--- src/rtl/prog_loader.sv ---
// -----------------------------------------------------------------------------
// prog_loader
//
// Boot-time program loader placed in front of the micro computer's program
// RAM. It keeps the CPU halted while a program image arrives as a byte stream,
// writes the image to RAM addresses 0..DEPTH-1, and then checks one trailing
// checksum byte. The CPU is released through cpu_run only when the modulo
// 2^DATA_W sum of all image bytes plus the checksum is zero. A bad checksum
// parks the loader in an error state that only a new start can leave.
//
// Ports
//   clk       in   single clock, rising edge
//   reset_n   in   asynchronous active-low reset
//   start     in   one-cycle request to begin or restart a load
//   in_data   in   stream byte
//   in_valid  in   in_data is valid
//   in_ready  out  byte can be accepted this cycle (combinational)
//   mem_addr  out  RAM write address (registered)
//   mem_data  out  RAM write data (registered)
//   mem_we    out  RAM write strobe, one cycle per word (registered)
//   busy      out  loading or waiting for the checksum
//   done      out  one-cycle pulse after a good checksum
//   err       out  level, bad checksum seen
//   cpu_run   out  level, CPU may run
//   sum       out  running modulo-2^DATA_W sum of accepted bytes
// -----------------------------------------------------------------------------
module prog_loader #(
    parameter int DEPTH  = 16,
    parameter int ADDR_W = 4,
    parameter int DATA_W = 8
) (
    input  logic              clk,
    input  logic              reset_n,
    input  logic              start,
    input  logic [DATA_W-1:0] in_data,
    input  logic              in_valid,
    output logic              in_ready,
    output logic [ADDR_W-1:0] mem_addr,
    output logic [DATA_W-1:0] mem_data,
    output logic              mem_we,
    output logic              busy,
    output logic              done,
    output logic              err,
    output logic              cpu_run,
    output logic [DATA_W-1:0] sum
);

    typedef enum logic [2:0] {
        IDLE  = 3'd0,
        LOAD  = 3'd1,
        CHECK = 3'd2,
        RUN   = 3'd3,
        ERROR = 3'd4
    } state_t;

    localparam logic [ADDR_W-1:0] LAST_IDX = ADDR_W'(DEPTH - 1);

    state_t            state_reg, state_next;
    logic [ADDR_W-1:0] index_reg, index_next;
    logic [DATA_W-1:0] sum_reg, sum_next;
    logic [ADDR_W-1:0] mem_addr_reg, mem_addr_next;
    logic [DATA_W-1:0] mem_data_reg, mem_data_next;
    logic              mem_we_reg, mem_we_next;
    logic              busy_reg, busy_next;
    logic              done_reg, done_next;

    logic              xfer;
    logic [DATA_W-1:0] sum_plus;

    // start blocks the handshake so a byte presented alongside a restart is
    // never half-accepted; the sender has to present it again.
    assign in_ready = ((state_reg == LOAD) || (state_reg == CHECK)) && !start;
    assign xfer     = in_valid && in_ready;
    assign sum_plus = sum_reg + in_data;

    always_comb begin
        state_next    = state_reg;
        index_next    = index_reg;
        sum_next      = sum_reg;
        mem_addr_next = mem_addr_reg;
        mem_data_next = mem_data_reg;
        mem_we_next   = 1'b0;
        done_next     = 1'b0;

        if (start) begin
            state_next = LOAD;
            index_next = '0;
            sum_next   = '0;
        end else begin
            case (state_reg)
                LOAD: begin
                    if (xfer) begin
                        mem_addr_next = index_reg;
                        mem_data_next = in_data;
                        mem_we_next   = 1'b1;
                        sum_next      = sum_plus;
                        // The index saturates at the last word; the next byte
                        // is the checksum, so there is no wrap to address 0.
                        if (index_reg == LAST_IDX) begin
                            state_next = CHECK;
                        end else begin
                            index_next = index_reg + ADDR_W'(1);
                        end
                    end
                end
                CHECK: begin
                    if (xfer) begin
                        // Checksum byte: folded into sum but never written.
                        sum_next = sum_plus;
                        if (sum_plus == '0) begin
                            state_next = RUN;
                            done_next  = 1'b1;
                        end else begin
                            state_next = ERROR;
                        end
                    end
                end
                default: begin
                    // IDLE, RUN and ERROR ignore the stream entirely.
                end
            endcase
        end

        busy_next = (state_next == LOAD) || (state_next == CHECK);
    end

    always_ff @(posedge clk or negedge reset_n) begin
        if (!reset_n) begin
            state_reg    <= IDLE;
            index_reg    <= '0;
            sum_reg      <= '0;
            mem_addr_reg <= '0;
            mem_data_reg <= '0;
            mem_we_reg   <= 1'b0;
            busy_reg     <= 1'b0;
            done_reg     <= 1'b0;
        end else begin
            state_reg    <= state_next;
            index_reg    <= index_next;
            sum_reg      <= sum_next;
            mem_addr_reg <= mem_addr_next;
            mem_data_reg <= mem_data_next;
            mem_we_reg   <= mem_we_next;
            busy_reg     <= busy_next;
            done_reg     <= done_next;
        end
    end

    assign mem_addr = mem_addr_reg;
    assign mem_data = mem_data_reg;
    assign mem_we   = mem_we_reg;
    assign busy     = busy_reg;
    assign done     = done_reg;
    assign sum      = sum_reg;
    // Decoded straight from the state register, so both are glitch-free levels.
    assign err      = (state_reg == ERROR);
    assign cpu_run  = (state_reg == RUN);

endmodule

--- config.mk ---
export PLATFORM = sky130hd
export DESIGN_NAME = prog_loader
export DESIGN_NICKNAME = d
export VERILOG_FILES = /design/src/rtl/prog_loader.sv
export SDC_FILE = /design/constraint.sdc
export NUM_CORES = 1
export LEC_CHECK = 0
export ABC_AREA = 1
export CORE_MARGIN = 4
export CORE_UTILIZATION = 54
export CTS_CLUSTER_DIAMETER = 120
export DETAILED_ROUTE_END_ITERATION = 8
export PLACE_DENSITY_LB_ADDON = 0.08
export SYNTH_ARGS = -nofsm -noshare
export SYNTH_HDL_FRONTEND = slang
export SYNTH_SLANG_ARGS = --single-unit
--- constraint.sdc ---
create_clock -name clk -period 6.35 [get_ports clk]
set_input_delay 1.27 -clock clk [delete_from_list [all_inputs] [get_ports clk]]
set_output_delay 1.27 -clock clk [all_outputs]
set_load 0.05 [all_outputs]
Run 1, the clock network:
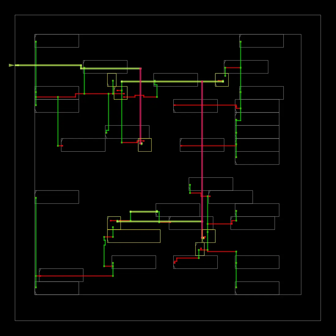
worst-case clock skew: 0.00638 ns
power attributed to the clock group: 0.149 mW
clock buffer count in the final layout: 5

Run 1, register map, names as in the netlist:
Bar = 20 um. Other sequential cells in the stronger gray, the rest of the logic in the fainter gray.
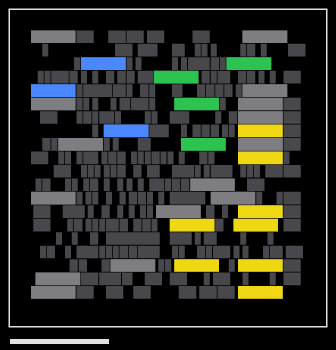
Key: `mem_data` = yellow [sequential cells 8]; `index_reg` = green [sequential cells 4, where north]; `state_reg` = blue [sequential cells 3]
Another 15 sequential cells are not colored.
share of the core filled with cells: 0.719
area taken by flip-flops and latches: 751 um2
sequential logic power: 0.221 mW

Run 1, signal metal coverage by tile:
Bar = 20 um. 13 x 13 tiles, from dark blue (low) to red (high), scaled to the fullest tile. Values are wire area over tile area, all layers added.
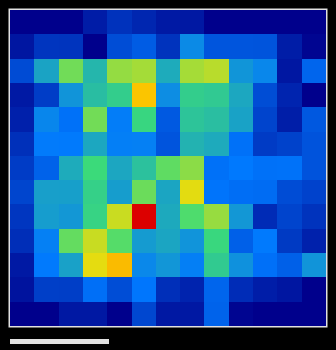
The mean over all tiles is 0.14. 12% of the tiles are over half the peak. The densest ninth of the die: center. The fullest tile reaches 0.55. 11% of the tiles are nearly empty.
wire length per cell after detailed routing: 11.7 um
aggregate routed wire length: 3540 um
total routing usage reported by global routing: 0.197
total via count in the routed design: 1532

Run 1, pin placement:
Bar = 20 um. Pins as bars across the die edge, other pins in gray.
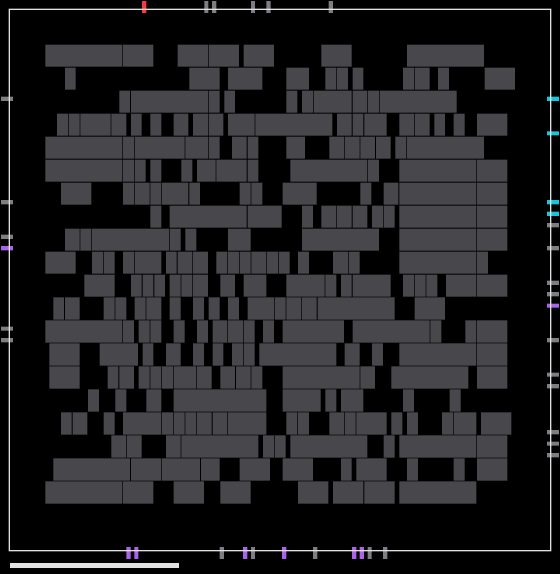
Key: `mem_addr` = cyan [pins 4, direction output, edge east]; `in_data` = purple [pins 8, direction input, edge 6 south, 1 east, 1 west]; `busy` = red [pins 1, direction output, edge north]
die height: 63.9 um
width of the chip: 63.9 um

==> Flow_metrics.wiki, run 1 <==
=== Physical design figures ===
{| class="wikitable"
! Metric !! Value
|-
| Number of tapcells || 44
|-
| Source of the worst register-to-register timing path || sum[0]
|-
| Number of instances in the synthesized netlist || 217
|-
| Flip-flop and latch count after synthesis || 30
|-
| Fill cell total of the finished layout || 252
|-
| Placed cell areas || roughly 0.0021 mm2
|-
| IO Port Bufs || 37
|-
| Buffers inserted by post-CTS timing repair || 0
|-
| Routed met3 length || 163 um
|-
| Synth mux share || 0
|-
| Post-DRT Antenna Nets || 0
|-
| Placed insts || approximately 300
|-
| Compound-cell area share of the yosys netlist || 0.0749
|-
| Row cnt || 20
|-
| Critical path launch point type || primary input
|-
| Largest incremental delay on the critical path || approximately 0.81 ns
|-
| #MultiIn Comb || about 150
|-
| Status || finished, final reports clean
|-
| Hold_sp || mem_data[5]
|-
| Commonest cells in the synthesized netlist || sky130_fd_sc_hd__nand2_1, sky130_fd_sc_hd__dfrtp_1, sky130_fd_sc_hd__inv_1, sky130_fd_sc_hd__nand3_1, sky130_fd_sc_hd__nor2_1
|-
| Cell type taking the most area || logic gates
|-
| Yosys stat area || ~0.0017 mm2
|-
| Critical Path Start || start
|-
| Final-report hold violation count || 0
|-
| GRT Residual Overflow || 0
|-
| Worst setup slack before clock tree synthesis || 2.21 ns
|-
| Final count of pins violating max slew || 0
|-
| Post-synth tally of flip-flops with integrated enable || 0
|-
| Worst setup endpoint || in_ready
|-
| Endpoint, Worst Hold || mem_data[5]
|-
| Nonclk buf count || 38
|-
| Vias in the first global route || ~1500
|-
| Slack of the worst reg-to-reg path || approximately 4 ns
|-
| Clock tree buffer depth || 2
|-
| Clock latency on the worst-skew pair || between 0.3 and 0.4 ns
|-
| Setup WS post-layout || 2.22 ns
|-
| H-Tree Depth || 2
|-
| Sequential cell fraction of total power || 0.386
|-
| Endpoint class of the critical path || output pin
|}
Run 1, met1 routing:
Bar = 20 um.
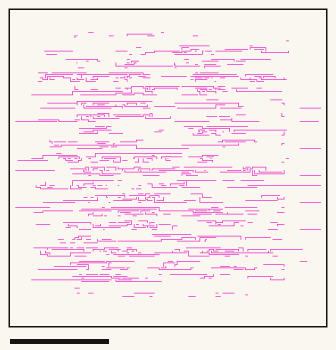

==> run 2: changes to the inputs <==
- CORE_UTILIZATION: 54 -> 45
- clock period: 6.35 -> 3.44 ns (I/O delays scaled with it)
Run 2, met1 routing:
Bar = 20 um.
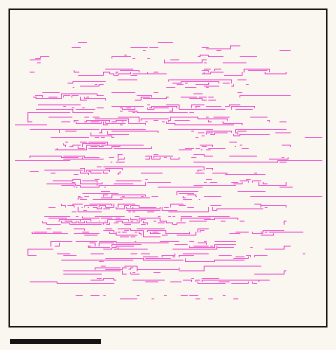
The longest straight run is 22.1 um. The layer holds 49% of the routed length. The layer carries 1790 um of wire. 250 nets have wire on it. The wires run mostly horizontal.
aggregate routed wire length: 3630 um
met1 usage in global routing: 0.216
total via count in the routed design: 1487

==> Flow_metrics.wiki, run 2 <==
=== Physical design figures ===
{| class="wikitable"
! Metric !! Value
|-
| Status || finished, final reports clean
|-
| Endpoint class of the critical path || output pin
|-
| Hold_sp || mem_data[2]
|-
| Placed insts || around 300
|-
| Sequential logic power || just over 0.4 mW
|-
| Source of the worst register-to-register timing path || sum[0]
|-
| Setup WS post-layout || 0.485 ns
|-
| Synth mux share || 0
|-
| Post-DRT Antenna Nets || 0
|-
| Total routing usage reported by global routing || 0.160
|-
| Die height || 69.2 um
|-
| GRT Residual Overflow || 0
|-
| Worst-case clock skew || 0.00535 ns
|-
| Cell type taking the most area || logic gates
|-
| Slack of the worst reg-to-reg path || about 1.3 ns
|-
| Final count of pins violating max slew || 0
|-
| Compound-cell area share of the yosys netlist || 0.0749
|-
| Share of the core filled with cells || 0.633
|-
| Wire length per cell after detailed routing || around 12 um
|-
| Worst setup slack before clock tree synthesis || slightly below 0.5 ns
|-
| IO Port Bufs || 37
|-
| Nonclk buf count || 38
|-
| Critical Path Start || start
|-
| Clock latency on the worst-skew pair || 0.28 ns
|-
| Largest incremental delay on the critical path || around 0.82 ns
|-
| Number of tapcells || 46
|-
| H-Tree Depth || 2
|-
| Yosys stat area || around 0.0017 mm2
|-
| Post-synth tally of flip-flops with integrated enable || 0
|-
| Routed met3 length || 184 um
|-
| Width of the chip || around 69 um
|-
| Worst setup endpoint || in_ready
|-
| Clock tree buffer depth || 2
|-
| Critical path launch point type || primary input
|-
| Number of instances in the synthesized netlist || around 220
|-
| Fill cell total of the finished layout || roughly 320
|-
| Row cnt || 21
|-
| Power attributed to the clock group || a little under 0.3 mW
|-
| Area taken by flip-flops and latches || ~750 um2
|}
Run 2, signal metal coverage by tile:
Bar = 20 um. 14 x 14 tiles, from dark blue (low) to red (high), scaled to the fullest tile. Values are wire area over tile area, all layers added.
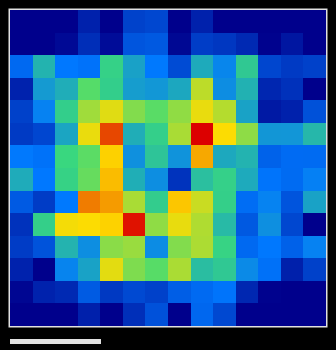

==> run 3: changes to the inputs <==
- CORE_MARGIN: 4 -> 5
- PLACE_DENSITY: not set -> 0.75
- PLACE_DENSITY_LB_ADDON: 0.08 -> not set
Run 3, signal metal coverage by tile:
Bar = 20 um. 14 x 14 tiles, from dark blue (low) to red (high), scaled to the fullest tile. Values are wire area over tile area, all layers added.
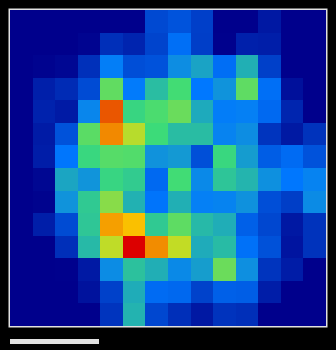
The mean over all tiles is 0.12. 11% of the tiles are over half the peak. 26% of the tiles are nearly empty. The emptiest ninth of the die: north-west. The fullest tile reaches 0.53.
total routing usage reported by global routing: 0.154
aggregate routed wire length: 3700 um

==> Flow_metrics.wiki, run 3 <==
=== Physical design figures ===
{| class="wikitable"
! Metric !! Value
|-
| Status || finished, final reports clean
|-
| Clock buffer count in the final layout || 7
|-
| Cell type taking the most area || logic gates
|-
| H-Tree Depth || 2
|-
| Worst setup slack before clock tree synthesis || just under 0.5 ns
|-
| Worst setup endpoint || in_ready
|-
| Number of tapcells || between 40 and 50
|-
| Vias in the first global route || 1441
|-
| Sequential logic power || between 0.4 and 0.5 mW
|-
| Sequential cell fraction of total power || 0.386
|-
| Share of the core filled with cells || 0.604
|-
| Routed met3 length || 209 um
|-
| Hold_sp || mem_data[0]
|-
| Commonest cells in the synthesized netlist || sky130_fd_sc_hd__nand2_1, sky130_fd_sc_hd__dfrtp_1, sky130_fd_sc_hd__inv_1, sky130_fd_sc_hd__nand3_1, sky130_fd_sc_hd__nor2_1
|-
| Slack of the worst reg-to-reg path || 1.22 ns
|-
| Power attributed to the clock group || ~0.28 mW
|-
| Placed cell areas || roughly 0.0021 mm2
|-
| Yosys stat area || roughly 0.0017 mm2
|-
| Placed insts || 300
|-
| IO Port Bufs || 37
|-
| Compound-cell area share of the yosys netlist || 0.0749
|-
| Critical path launch point type || primary input
|-
| Flip-flop and latch count after synthesis || 30
|-
| Endpoint, Worst Hold || mem_data[0]
|-
| Clock tree buffer depth || 2
|-
| Die height || 71.2 um
|-
| Wire length per cell after detailed routing || roughly 12 um
|-
| Post-DRT Antenna Nets || 0
|-
| Row cnt || 22
|-
| Post-synth tally of flip-flops with integrated enable || 0
|-
| Width of the chip || between 70 and 80 um
|-
| GRT Residual Overflow || 0
|-
| Final count of pins violating max slew || 0
|-
| Number of instances in the synthesized netlist || around 220
|-
| Worst-case clock skew || 0.00571 ns
|-
| Fill cell total of the finished layout || between 300 and 400
|-
| Critical Path Start || start
|-
| Synth mux share || 0
|-
| Endpoint class of the critical path || output pin
|-
| Buffers inserted by post-CTS timing repair || 0
|-
| Final-report hold violation count || 0
|}
Power and IR drop assume default switching activity.
